[config.mk]
export PLATFORM = sky130hd
export DESIGN_NAME = timer_counter
export DESIGN_NICKNAME = d
export VERILOG_FILES = /design/src/rtl/timer_counter_pkg.sv /design/src/rtl/timer_counter.sv
export SDC_FILE = /design/constraint.sdc
export NUM_CORES = 1
export LEC_CHECK = 0
export CORE_MARGIN = 4
export CORE_UTILIZATION = 41
export DETAILED_ROUTE_END_ITERATION = 6
export SYNTH_ARGS = -nofsm -noshare
export SYNTH_HDL_FRONTEND = slang
export SYNTH_SLANG_ARGS = --single-unit
[constraint.sdc]
create_clock -name clk -period 8.2 [get_ports clk]
set_input_delay 2.46 -clock clk [delete_from_list [all_inputs] [get_ports clk]]
set_output_delay 2.46 -clock clk [all_outputs]
set_load 0.01 [all_outputs]
[src/rtl/timer_counter_pkg.sv]
// -----------------------------------------------------------------------------
// timer_counter_pkg
//   Shared definitions for the timer_counter block:
//     - state_t   : controller states (IDLE, LOAD, CNT, INT)
//     - ADDR_*    : register word offsets on the 2-bit addr bus
//     - CTRL_*    : bit positions of the CTRL fields
//     - mode_e    : MODE field encodings plus a decoder that folds the
//                   unused encodings onto one-shot
// -----------------------------------------------------------------------------
package timer_counter_pkg;

  typedef enum logic [1:0] {
    ST_IDLE = 2'd0,
    ST_LOAD = 2'd1,
    ST_CNT  = 2'd2,
    ST_INT  = 2'd3
  } state_t;

  // Register word offsets
  localparam logic [1:0] ADDR_CTRL   = 2'd0;
  localparam logic [1:0] ADDR_PRESET = 2'd1;
  localparam logic [1:0] ADDR_COUNT  = 2'd2;
  localparam logic [1:0] ADDR_RSVD   = 2'd3;

  // CTRL bit positions
  localparam int CTRL_EN       = 0;
  localparam int CTRL_MODE_LSB = 1;
  localparam int CTRL_MODE_MSB = 2;
  localparam int CTRL_IM       = 3;
  localparam int CTRL_PSC_LSB  = 4;
  localparam int CTRL_PSC_MSB  = 7;
  localparam int CTRL_W        = CTRL_PSC_MSB + 1;

  typedef enum logic [1:0] {
    MODE_ONESHOT = 2'b00,
    MODE_RELOAD  = 2'b01
  } mode_e;

  // Encodings 10 and 11 behave as one-shot.
  function automatic mode_e decode_mode(input logic [1:0] field);
    return (field == MODE_RELOAD) ? MODE_RELOAD : MODE_ONESHOT;
  endfunction

endpackage

[src/rtl/timer_counter.sv]
// -----------------------------------------------------------------------------
// timer_counter
//   Memory-mapped down-counting timer with one-shot and auto-reload modes.
//   Registers: 0=CTRL (EN, MODE, IM, optional prescale P), 1=PRESET,
//   2=COUNT (read-only), 3=reserved (reads 0, writes ignored).
//
//   Optional feature macro: TIMER_PRESCALE_EN
//     defined   -> CTRL[7:4]=P, one decrement tick every P+1 cycles in CNT
//     undefined -> CTRL[7:4] reads 0, every CNT cycle is a tick
//
// Ports
//   clk      in   1  clock, rising edge
//   reset    in   1  asynchronous, active-low reset
//   addr     in   2  register word select
//   we       in   1  write strobe
//   byte_en  in   4  write byte lanes
//   wdata    in  32  write data
//   rdata    out 32  combinational read data for addr
//   irq      out  1  interrupt request (flag AND IM)
// -----------------------------------------------------------------------------
module timer_counter
  import timer_counter_pkg::*;
#(
  parameter logic [31:0] PRESET_RST = 32'd0,
  parameter logic [31:0] CTRL_RST   = 32'd0
) (
  input  logic        clk,
  input  logic        reset,
  input  logic [1:0]  addr,
  input  logic        we,
  input  logic [3:0]  byte_en,
  input  logic [31:0] wdata,
  output logic [31:0] rdata,
  output logic        irq
);

`ifdef TIMER_PRESCALE_EN
  localparam logic [CTRL_W-1:0] CTRL_MASK = '1;
`else
  localparam logic [CTRL_W-1:0] CTRL_MASK = CTRL_W'((1 << CTRL_PSC_LSB) - 1);
`endif

  state_t              state_q, state_d;
  logic [CTRL_W-1:0]   ctrl_q, ctrl_d;
  logic [31:0]         preset_q, preset_d;
  logic [31:0]         count_q, count_d;
  logic                flag_q, flag_d;

  logic ctrl_wr;      // any CTRL write, regardless of lanes
  logic ctrl_lane0;   // CTRL write that actually lands on the field byte
  logic en_eff;       // EN as seen this cycle, a concurrent write taking priority
  logic one_shot;
  logic tick;
  logic term_set;     // terminal count reached: enter INT and raise the flag

  assign ctrl_wr    = we && (addr == ADDR_CTRL);
  assign ctrl_lane0 = ctrl_wr && byte_en[0];
  assign en_eff     = ctrl_lane0 ? wdata[CTRL_EN] : ctrl_q[CTRL_EN];
  assign one_shot   = (decode_mode(ctrl_q[CTRL_MODE_MSB:CTRL_MODE_LSB]) == MODE_ONESHOT);

  // ---------------------------------------------------------------------------
  // Prescaler
  // ---------------------------------------------------------------------------
`ifdef TIMER_PRESCALE_EN
  logic [3:0] psc_q, psc_d;

  // >= rather than == so that lowering P mid-count never waits for a wrap.
  assign tick = (psc_q >= ctrl_q[CTRL_PSC_MSB:CTRL_PSC_LSB]);

  always_comb begin
    psc_d = psc_q;
    if (state_q == ST_LOAD) begin
      psc_d = '0;
    end else if (state_q == ST_CNT) begin
      psc_d = tick ? 4'd0 : psc_q + 4'd1;
    end
  end

  always_ff @(posedge clk or negedge reset) begin
    if (!reset) psc_q <= '0;
    else        psc_q <= psc_d;
  end
`else
  assign tick = 1'b1;
`endif

  // ---------------------------------------------------------------------------
  // Next-state and counter logic
  // ---------------------------------------------------------------------------
  // NOTE: every signal assigned here gets a default first so no path can
  // leave it unassigned, which would otherwise infer a latch.
  always_comb begin
    state_d  = state_q;
    count_d  = count_q;
    term_set = 1'b0;
    unique case (state_q)
      ST_IDLE: begin
        if (ctrl_q[CTRL_EN]) state_d = ST_LOAD;
      end
      ST_LOAD: begin
        count_d = preset_q;
        state_d = ST_CNT;
      end
      ST_CNT: begin
        // A write clearing EN wins over a coincident terminal count.
        if (!en_eff) begin
          state_d = ST_IDLE;
        end else if (tick) begin
          if (count_q <= 32'd1) begin
            count_d  = '0;
            state_d  = ST_INT;
            term_set = 1'b1;
          end else begin
            count_d = count_q - 32'd1;
          end
        end
      end
      ST_INT: begin
        state_d = one_shot ? ST_IDLE : ST_LOAD;
      end
      default: state_d = ST_IDLE;
    endcase
  end

  // ---------------------------------------------------------------------------
  // Register writes and flag
  // ---------------------------------------------------------------------------
  always_comb begin
    ctrl_d = ctrl_q;
    if (ctrl_lane0) begin
      ctrl_d = wdata[CTRL_W-1:0] & CTRL_MASK;
    end else if ((state_q == ST_INT) && one_shot) begin
      ctrl_d[CTRL_EN] = 1'b0;
    end
  end

  always_comb begin
    preset_d = preset_q;
    for (int b = 0; b < 4; b++) begin
      if (we && (addr == ADDR_PRESET) && byte_en[b]) begin
        preset_d[8*b +: 8] = wdata[8*b +: 8];
      end
    end
  end

  // Setting the flag has priority over clearing it; in auto-reload mode the
  // flag is dropped as INT is left, giving a one-cycle pulse.
  always_comb begin
    flag_d = flag_q;
    if (term_set) begin
      flag_d = 1'b1;
    end else if (ctrl_wr || ((state_q == ST_INT) && !one_shot)) begin
      flag_d = 1'b0;
    end
  end

  // NOTE: sequential state uses non-blocking assignments so every register
  // samples pre-edge values, independent of statement order.
  always_ff @(posedge clk or negedge reset) begin
    if (!reset) begin
      state_q  <= ST_IDLE;
      ctrl_q   <= CTRL_RST[CTRL_W-1:0] & CTRL_MASK;
      preset_q <= PRESET_RST;
      count_q  <= '0;
      flag_q   <= 1'b0;
    end else begin
      state_q  <= state_d;
      ctrl_q   <= ctrl_d;
      preset_q <= preset_d;
      count_q  <= count_d;
      flag_q   <= flag_d;
    end
  end

  // ---------------------------------------------------------------------------
  // Outputs
  // ---------------------------------------------------------------------------
  always_comb begin
    rdata = '0;
    unique case (addr)
      ADDR_CTRL:   rdata = 32'(ctrl_q);
      ADDR_PRESET: rdata = preset_q;
      ADDR_COUNT:  rdata = count_q;
      ADDR_RSVD:   rdata = '0;
      default:     rdata = '0;
    endcase
  end

  assign irq = flag_q && ctrl_q[CTRL_IM];

endmodule

==> results.txt, run 1 <==
Results of an implementation run.

The maximum clock insertion buffer count is 2. The post-synthesis cell type with the largest combined area is dfrtp_1. After clock tree synthesis, the repair step resized 0 gates. The final timing report lists a hold violation count of 0. The count of unique library cells instantiated by Yosys is a little under 60. The first global-routing pass estimated a little under 20000 um of wire. The largest clock skew in the final design is 0.0114 ns. In the synthesized netlist the dominant register cell turns out to be dfrtp_1.

Setup total negative slack on the finished layout was measured at 0 ns. Summed over all routing layers, the global router reports a total usage of between 20% and 30%. The final layout contains roughly 520 nets. The run finished with clean final reports. The sequential share of the synthesized area is 43.1%.

The beginning of the worst hold path is preset_q[25]. Per the synth log, the flip-flop and latch total comes to about 70. The met1 routed wirelength after detailed routing is approximately 5500 um. The part of the total power dissipated in the clock network is a little under a fifth. By startpoint and endpoint, the worst setup path is classified as input pin to output pin. The switching portion of total power is 40.5%. The area of the core is approximately 9800 um2.

The flow reports that sequential cells draw approximately two fifths of the design power.
-- run 1: cell usage after synthesis (3+ instances only) --
| cell type | n |
|---|---|
| a21oi_1 | 14 |
| a22o_1 | 28 |
| a22oi_1 | 4 |
| a31oi_1 | 11 |
| and2_1 | 4 |
| and3_1 | 6 |
| and3b_1 | 3 |
| buf_6 | 3 |
| clkbuf_1 | 18 |
| dfrtp_1 | 71 |
| inv_1 | 7 |
| mux2_2 | 36 |
| mux2i_1 | 10 |
| nand2_1 | 43 |
| nand3_1 | 19 |
| nand4_1 | 3 |
| nor2_1 | 17 |
| nor2b_1 | 5 |
| nor3_1 | 7 |
| nor4_1 | 4 |
| nor4_4 | 3 |
| o211ai_1 | 7 |
| o21ai_0 | 19 |
| o221ai_1 | 3 |
| o22ai_1 | 4 |
| o311ai_0 | 6 |
| o31ai_1 | 5 |
| or2_2 | 3 |
| or3_1 | 4 |
| or4_1 | 5 |
-- run 1: state kept, by name, indices dropped and copies added, names as in the netlist --
name / flops
flag_q: 1
state_q: 2
ctrl_q: 4
count_q: 32
preset_q: 32
-- run 1: power groups by stage --
stage                     Clock [uW]  Combinational, uW  Sequential (uW)
after floorplan                    0                465              581
after global placement             0                616              644
after detailed placement           0                629              647
after CTS                        287                632              641
after global routing             302                700              671
final                            281                629              644
-- run 1: layer usage --
metal | GRT usage [%] | vias to the layer above
met4 | 8.03 | 0
met2 | 31.7 | 95
li1 | - | 1725
met3 | 3.46 | 17
met5 | 0 | -
met1 | 30.2 | 1834
-- run 1: through the flow --
| stage | util [%] | total power (uW) | cells | instance area (um2) |
|---|---|---|---|---|
| after floorplan | - | 1050 | 411 | 4120 |
| after global placement | 50.8 | 1260 | 601 | 4970 |
| after detailed placement | 50.8 | 1280 | 601 | 4970 |
| after CTS | 52.8 | 1560 | 617 | 5160 |
| after global routing | 52.8 | 1670 | 617 | 5160 |
| final | 52.8 | 1560 | 617 | 5160 |
-- run 1: final cells by class --
cell class / count / area (um2) / share of cell area (%)
timing repair buffer: 81 / 786 / 15.2
inverter: 7 / 26.3 / 0.509
clock inverter: 4 / 45.0 / 0.873
multi-input combinational: 309 / 2210 / 42.9
clock buffer: 12 / 145 / 2.81
sequential: 71 / 1780 / 34.4
tap: 133 / 166 / 3.23
-- run 1: kinds of logic (layout without fill, tap and decap cells) --
family / after synthesis / count (layout) / share of synthesized area [%]
AOI/OAI and AO/OA: 119 / 119 / 21.2
and+or+nand+nor: 142 / 142 / 19.4
adders and majority gates: 2 / 2 / 0.607
DFF: 71 / 71 / 43.1
muxes: 46 / 46 / 12.3
buffers and inverters: 31 / 104 / 3.43
-- run 1: critical path: stages --
cell and delay, ns:
clkdlybuf4s50_1 0.70, nor2b_2 0.21, buf_4 0.33, a22o_1 0.22, clkdlybuf4s50_1 0.54
-- run 1: path summary, 6_finish.rpt --
path,to,slack [ns],depth (start not counted)
max in group asynchronous,count_q[29],5.27,2
max reg2reg,count_q[22],5.41,5
min reg2reg,preset_q[25],0.54,1
min in group asynchronous,preset_q[6],2.32,2
max,rdata[30],1.28,5
min,preset_q[25],0.54,1
==> run_1/detail.png <==
Scale bar: 10 um. Window x 34 to 74, y 12 to 52 um. Cells in grey, sequential cells in the stronger grey; small squares are vias.
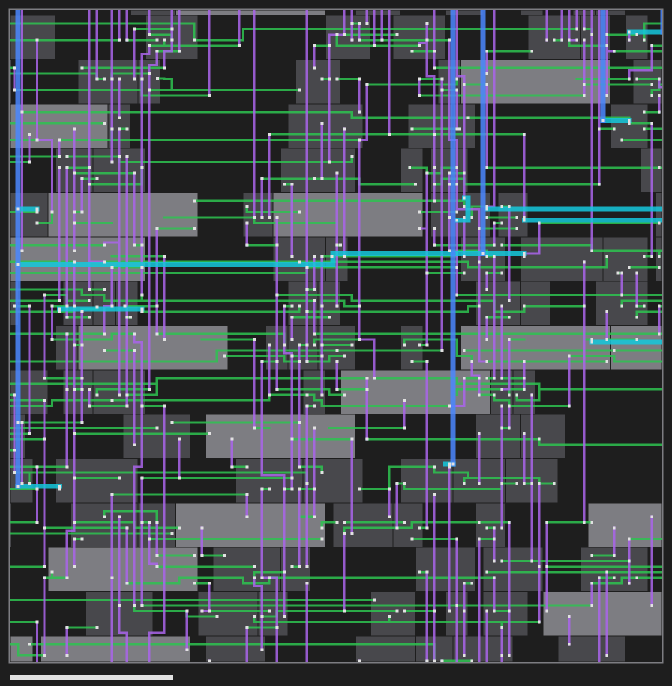
metal 4: shown in blue. metal 2: shown in purple. metal 1: shown in green. metal 3: shown in cyan.
Netlist names of flops here include count_q (6), ctrl_q (3), preset_q (3). 95 logic cells have their middle in the window. Sequential cells in the window: 13. Most frequent: dfrtp_1 (13), nand2_1 (10), o21ai_0 (8).

==> run_1/layer_met1.png <==
Scale bar: 20 um. Supply wires on this layer in grey.
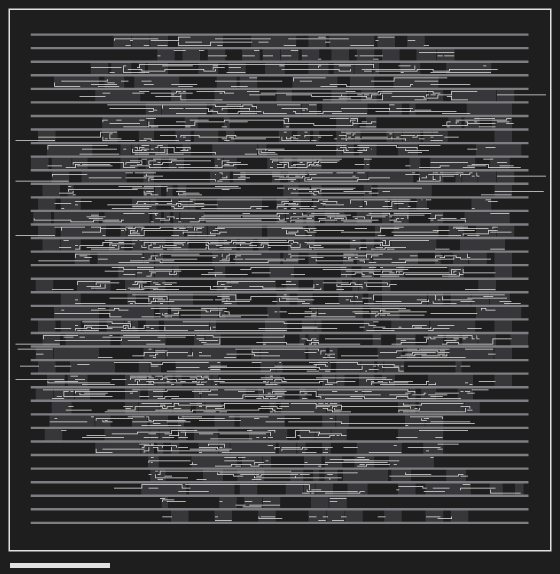
The layer carries 5540 um of wire. 471 nets have wire on it.

==> run_1/sizes.png <==
Scale bar: 20 um.
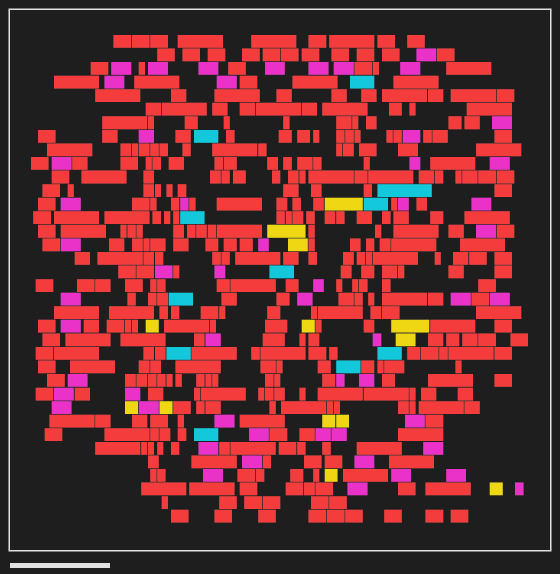
_2 cells: shown in magenta, cells 54, share 11%. _6 and larger: shown in cyan, cells 11, share 2.3%. _0 and _1 cells: shown in red, cells 406, share 84%. _3 and _4 cells: shown in yellow, cells 13, share 2.7%.

==> run_1/layer_met2.png <==
Scale bar: 20 um.
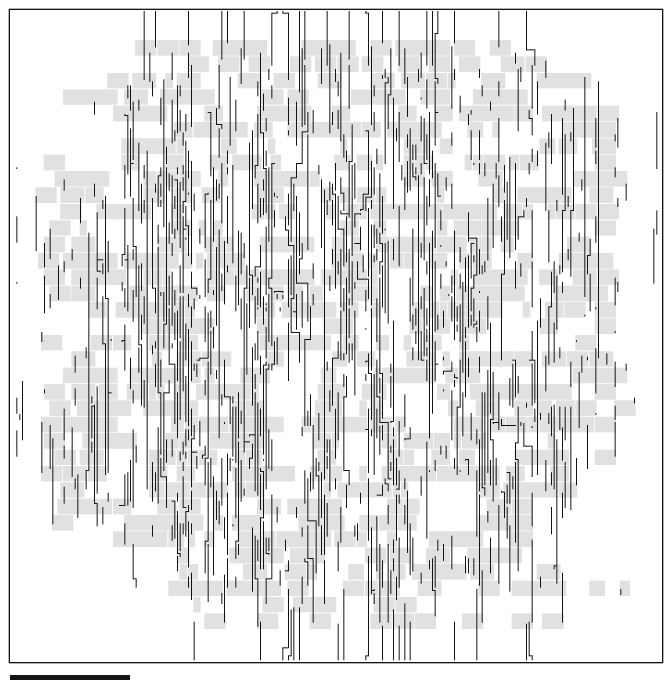

==> run 2, diff against run 1 <==
--- a/config.mk
+++ b/config.mk
@@ -8,6 +8,7 @@
 export CORE_MARGIN = 4
 export CORE_UTILIZATION = 41
 export DETAILED_ROUTE_END_ITERATION = 6
+export PLACE_DENSITY = 0.67
 export SYNTH_ARGS = -nofsm -noshare
 export SYNTH_HDL_FRONTEND = slang
 export SYNTH_SLANG_ARGS = --single-unit
==> constraint.sdc (replaced) <==
create_clock -name clk -period 6 [get_ports clk]
set_input_delay 1.8 -clock clk [delete_from_list [all_inputs] [get_ports clk]]
set_output_delay 1.8 -clock clk [all_outputs]
set_load 0.01 [all_outputs]
==> run_2/layer_met2.png <==
Scale bar: 20 um.
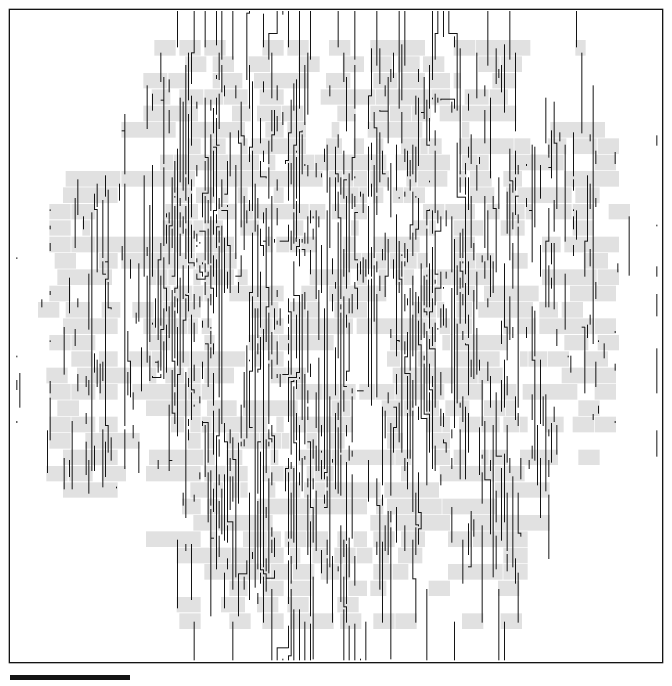
The wires run mostly vertical. The layer carries 5470 um of wire.

==> run 2 against run 1 <==
Compared with the run above: combinational power grew 37%; sequential power increased by 37%; core utilization down 0.27 points; cell count shrank 0.32%; clock power rose by 22%; die size unchanged; cell area shrank 0.51%; global-route usage fell by 1.1 points; largest power group unchanged.
==> results.txt, run 2 <==
Results of an implementation run.

The global-route wire length before repair was 18600 um (-3.6%). The reg2reg setup slack is 3.20 ns (-2.21 ns). The area of the core is 9770 um2 (unchanged).

The synthesized design spends more area on one cell type than any other, namely dfrtp_1. The switching portion of total power is 41.0% (+0.53 points). The largest clock skew in the final design was 0.00612 ns (-0.00524 ns). dfrtp_1 is the most common cell in the netlist. The beginning of the worst hold path is preset_q[17]. The power share of the sequential group is 42.4% (+1.0 points). The maximum clock insertion buffer count is 2 (unchanged). The overall routing resource usage is 19.8% (-1.1 points).

The count of unique library cells instantiated by Yosys came to 59 (unchanged). The run finished with clean final reports. The worst-case hold path end point is count_q[17]. The part of the total power dissipated in the clock network is 16.4% (-1.7 points). The registers reported with the highest flop counts are count_q x32, preset_q x32, ctrl_q x4.

The type of the worst setup path is input pin to output pin. The total negative slack is 0 ns (unchanged). The number of cells traversed by the worst hold path is 2 (+1). The post-cts gate resize count is 0 (unchanged). The sequential share of the synthesized area is 43.1% (unchanged). The total power after layout is 2090 uW (+34%).

The most common flop cell mapped by yosys is dfrtp_1.
-- run 2: metrics by stage --
step | util (%) | cell area [um2] | hold WS, ns | instances | worst slack (ns)
finish | 52.5 | 5130 | 0.522 | 615 | 0.379
global route | 52.5 | 5130 | 0.558 | 615 | 0.270
CTS | 52.5 | 5130 | 0.530 | 615 | 0.378
detailed placement | 50.8 | 4970 | 0.513 | 601 | 0.369
global placement | 50.8 | 4970 | 0.511 | 601 | 0.408
floorplan | - | 4120 | 0.473 | 411 | 1.29
-- run 2: cell type report --
type,count,area [um2]
Clock buffer,13,159
Fill cell,902,4640
Timing Repair Buffer,81,786
Clock inverter,1,5.00
Sequential cell,71,1780
Inverter,7,26.3
Multi-Input combinational cell,309,2210
Tap cell,133,166
-- run 2: critical path: stages --
cell and delay, ns:
clkdlybuf4s50_1 0.71, nor2b_2 0.21, buf_4 0.33, a22o_1 0.22, clkdlybuf4s50_1 0.54
-- run 2: power by group through the flow --
| stage | clock, uW | sequential [uW] | combinational [uW] |
|---|---|---|---|
| final | 343 | 884 | 861 |
| after global routing | 371 | 916 | 943 |
| after CTS | 347 | 879 | 858 |
| after detailed placement | 0 | 886 | 852 |
| after global placement | 0 | 881 | 837 |
| after floorplan | 0 | 794 | 636 |
-- run 2: cell families (layout without fill, tap and decap cells) --
| group | count (synthesis) | in the layout | share of synthesized area (%) |
|---|---|---|---|
| simple gates | 142 | 142 | 19.4 |
| compound gates | 119 | 119 | 21.2 |
| flops | 71 | 71 | 43.1 |
| mux | 46 | 46 | 12.3 |
| buf+inv | 31 | 102 | 3.43 |
| fa+ha+maj | 2 | 2 | 0.607 |
-- run 2: layer usage --
metal	track usage [%]	routed length (um)	part of all wire, %	vias up
met5	0	0	0	-
li1	-	-	-	1723
met1	27.4	5080	45	1829
met4	4.78	179	1.6	0
met3	3.64	684	6.0	22
met2	32.5	5470	48	132
-- run 2: worst max-delay path by stage --
stage / end / cells past startpoint / start
floorplan: rdata[13] / 5 / addr[0]
global placement: rdata[24] / 5 / addr[0]
detailed placement: rdata[24] / 5 / addr[0]
CTS: rdata[24] / 5 / addr[0]
global route: rdata[7] / 5 / addr[0]
finish: rdata[24] / 5 / addr[0]
==> run 3, diff against run 2 <==
--- a/config.mk
+++ b/config.mk
@@ -5,7 +5,7 @@
 export SDC_FILE = /design/constraint.sdc
 export NUM_CORES = 1
 export LEC_CHECK = 0
-export CORE_MARGIN = 4
+export CORE_MARGIN = 3
 export CORE_UTILIZATION = 41
 export DETAILED_ROUTE_END_ITERATION = 6
 export PLACE_DENSITY = 0.67
==> run 3 against run 2 <==
Compared with the run above: die size fell by 3.7%; non-clock buffer count did not move; clock power increased by 28%; critical endpoint is now rdata[31]; sequential power hardly changed; clock skew increased by 0.0061 ns; cell area up 1.1%.
==> results.txt, run 3 <==
Results of an implementation run.

The biggest cell delay along the critical path is 0.70 ns (about the same). The overall die size recorded for this design is 11300 um2. The report lists the power per cell area as around 420 nW/um2. The largest clock skew in the final design is 0.0123 ns (+0.00615 ns). After its last routability iteration, the placer logged a weighted congestion of ~0.9.

The post-cts gate resize count is 0 (unchanged). The number of enable flip-flop cells is 0. The post-placement cell area is 4960 um2 (-0.10%). CTS added clock buffers totalling 9. In the layout the commonest cells are clkdlybuf4s50_1 (72), dfrtp_1 (71), nand2_1 (43). For this run the detailed placement stage logged an HPWL of roughly 8000 um. The cell family contributing the most delay on the critical path is buffers and inverters. Yosys reports that the most numerous cell types are dfrtp_1 (71), nand2_1 (43), mux2_2 (36), a22o_1 (28). The sequential share of the synthesized area is 43.1% (unchanged).

The arrival time at the worst endpoint is 3.82 ns. The cell sequence reported for the critical path is clkdlybuf4s50_1, nor2b_2, buf_4, a22o_1, clkdlybuf4s50_1. The async set or reset register ratio after synthesis is 100%. The post-synthesis cell type with the largest instance count is dfrtp_1. For the finished layout, the period the worst path requires is 5.62 ns. By instance count, the cell type seen most on the critical path is clkdlybuf4s50_1. The area of the core is 9500 um2 (-2.8%). The maximum clock insertion buffer count is 2 (unchanged). The number of rows created at floorplan is 35. The count of buffer and inverter cells on the critical path is 3 (unchanged). The global-route wire length before repair is 19000 um (+2.2%).

The post-synthesis cell type with the largest combined area is dfrtp_1. The cell with the largest stage delay on the worst path is clkdlybuf4s50_1. The number of synthesized register bits is roughly 71. The residual overflow from global routing is 0. The total power after layout came to 2190 uW (+4.7%). The pre-antenna-repair detailed-routing pass consisted of 6 iterations. The largest registers in the layout are count_q x32, preset_q x32, ctrl_q x4. 0 antenna diodes ended up in the layout.

The count of unique library cells instantiated by Yosys is 59 (unchanged). The net count reported at finish is about 520. Per the post-route antenna check, the number of violating nets is 0. The most common flop cell mapped by yosys is dfrtp_1. The type of the worst setup path is input pin to output pin. The startpoint type of the worst setup path is an input pin. The total negative slack came to 0 ns (unchanged). The post-route cell area is 5190 um2 (+1.1%).

The run finished with clean final reports. The pin count of the biggest net entering global routing is about 42. The TritonCTS clock tree is built. The overall routing resource usage was 20.8% (+0.92 points).

Across all checked pins, the minimum headroom to the slew limit is between 40% and 50%. The count of yosys warnings during synthesis is 0.
[run 3: cell counts after synthesis]
Identical to the previous run, type by type.
[run 3: power by group]
group	switching [uW]	internal [uW]	leakage [uW]
sequential	237	647	0.000863
clock	182	257	0.000114
combinational	446	417	0.00109
[run 3: layout make-up]
class                   instances  area (um2)
clock buffers                  13         159
inverters                       7        26.3
flip-flops and latches         71        1780
repair buffers                 81         786
fillers                       906        4320
well taps                     129         161
multi-input cells             309        2210
clock inverters                 3        65.1
[run 3: path summary, 6_finish.rpt]
check | slack, ns | depth (start not counted) | start | endpoint
setup / recovery | 0.38 | 5 | addr[0] | rdata[31]
hold / removal | 0.52 | 2 | preset_q[17] | count_q[17]
setup reg to reg | 3.19 | 5 | count_q[20] | count_q[22]
hold reg to reg | 0.52 | 2 | preset_q[17] | count_q[17]
max in group asynchronous | 3.46 | 2 | reset | count_q[21]
min in group asynchronous | 1.50 | 1 | reset | ctrl_q[1]
[run 3: logic make-up after synthesis]
kind of cell	count (synthesis)	synth area share (%)
buffers and inverters	31	3.43
AOI/OAI and AO/OA	119	21.2
DFF	71	43.1
adders and majority gates	2	0.607
muxes	46	12.3
and+or+nand+nor	142	19.4
[run 3: metrics by stage]
| step | hold slack, ns | cells | utilization (%) | setup slack, ns |
|---|---|---|---|---|
| finish | 0.518 | 613 | 54.6 | 0.385 |
| global route | 0.562 | 613 | 54.6 | 0.256 |
| CTS | 0.532 | 613 | 54.6 | 0.379 |
| detailed placement | 0.516 | 597 | 52.2 | 0.384 |
| global placement | 0.510 | 597 | 52.2 | 0.419 |
| floorplan | 0.473 | 411 | - | 1.29 |
[run 3: tightest hold or removal path: stages, from the launching register on]
cell and delay, ns:
dfrtp_1 0.36, nand2_1 0.05, o311ai_0 0.07
[run 3: metal layers]
| layer | up-vias | GRT usage (%) | share of wire, % |
|---|---|---|---|
| met5 | - | 0 | 0 |
| met4 | 0 | 5.18 | 1.1 |
| met3 | 16 | 4.61 | 6.3 |
| met2 | 123 | 31.8 | 46 |
| met1 | 1844 | 29.8 | 46 |
| li1 | 1724 | - | - |
==> run_3/congestion.png <==
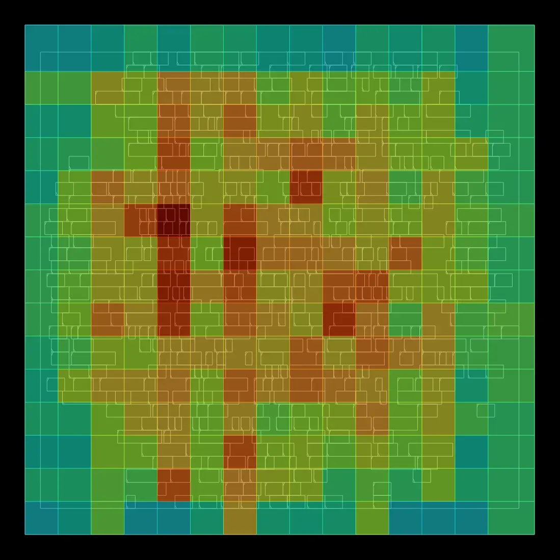
final cell utilization of the core: 54.6%
Wirelength per Cell: 18.8 um
met3 Resource Use GR: 4.61%
GRT met2 Usage: 31.8%

No activity file was given, so power comes from the tool's default toggle rates.
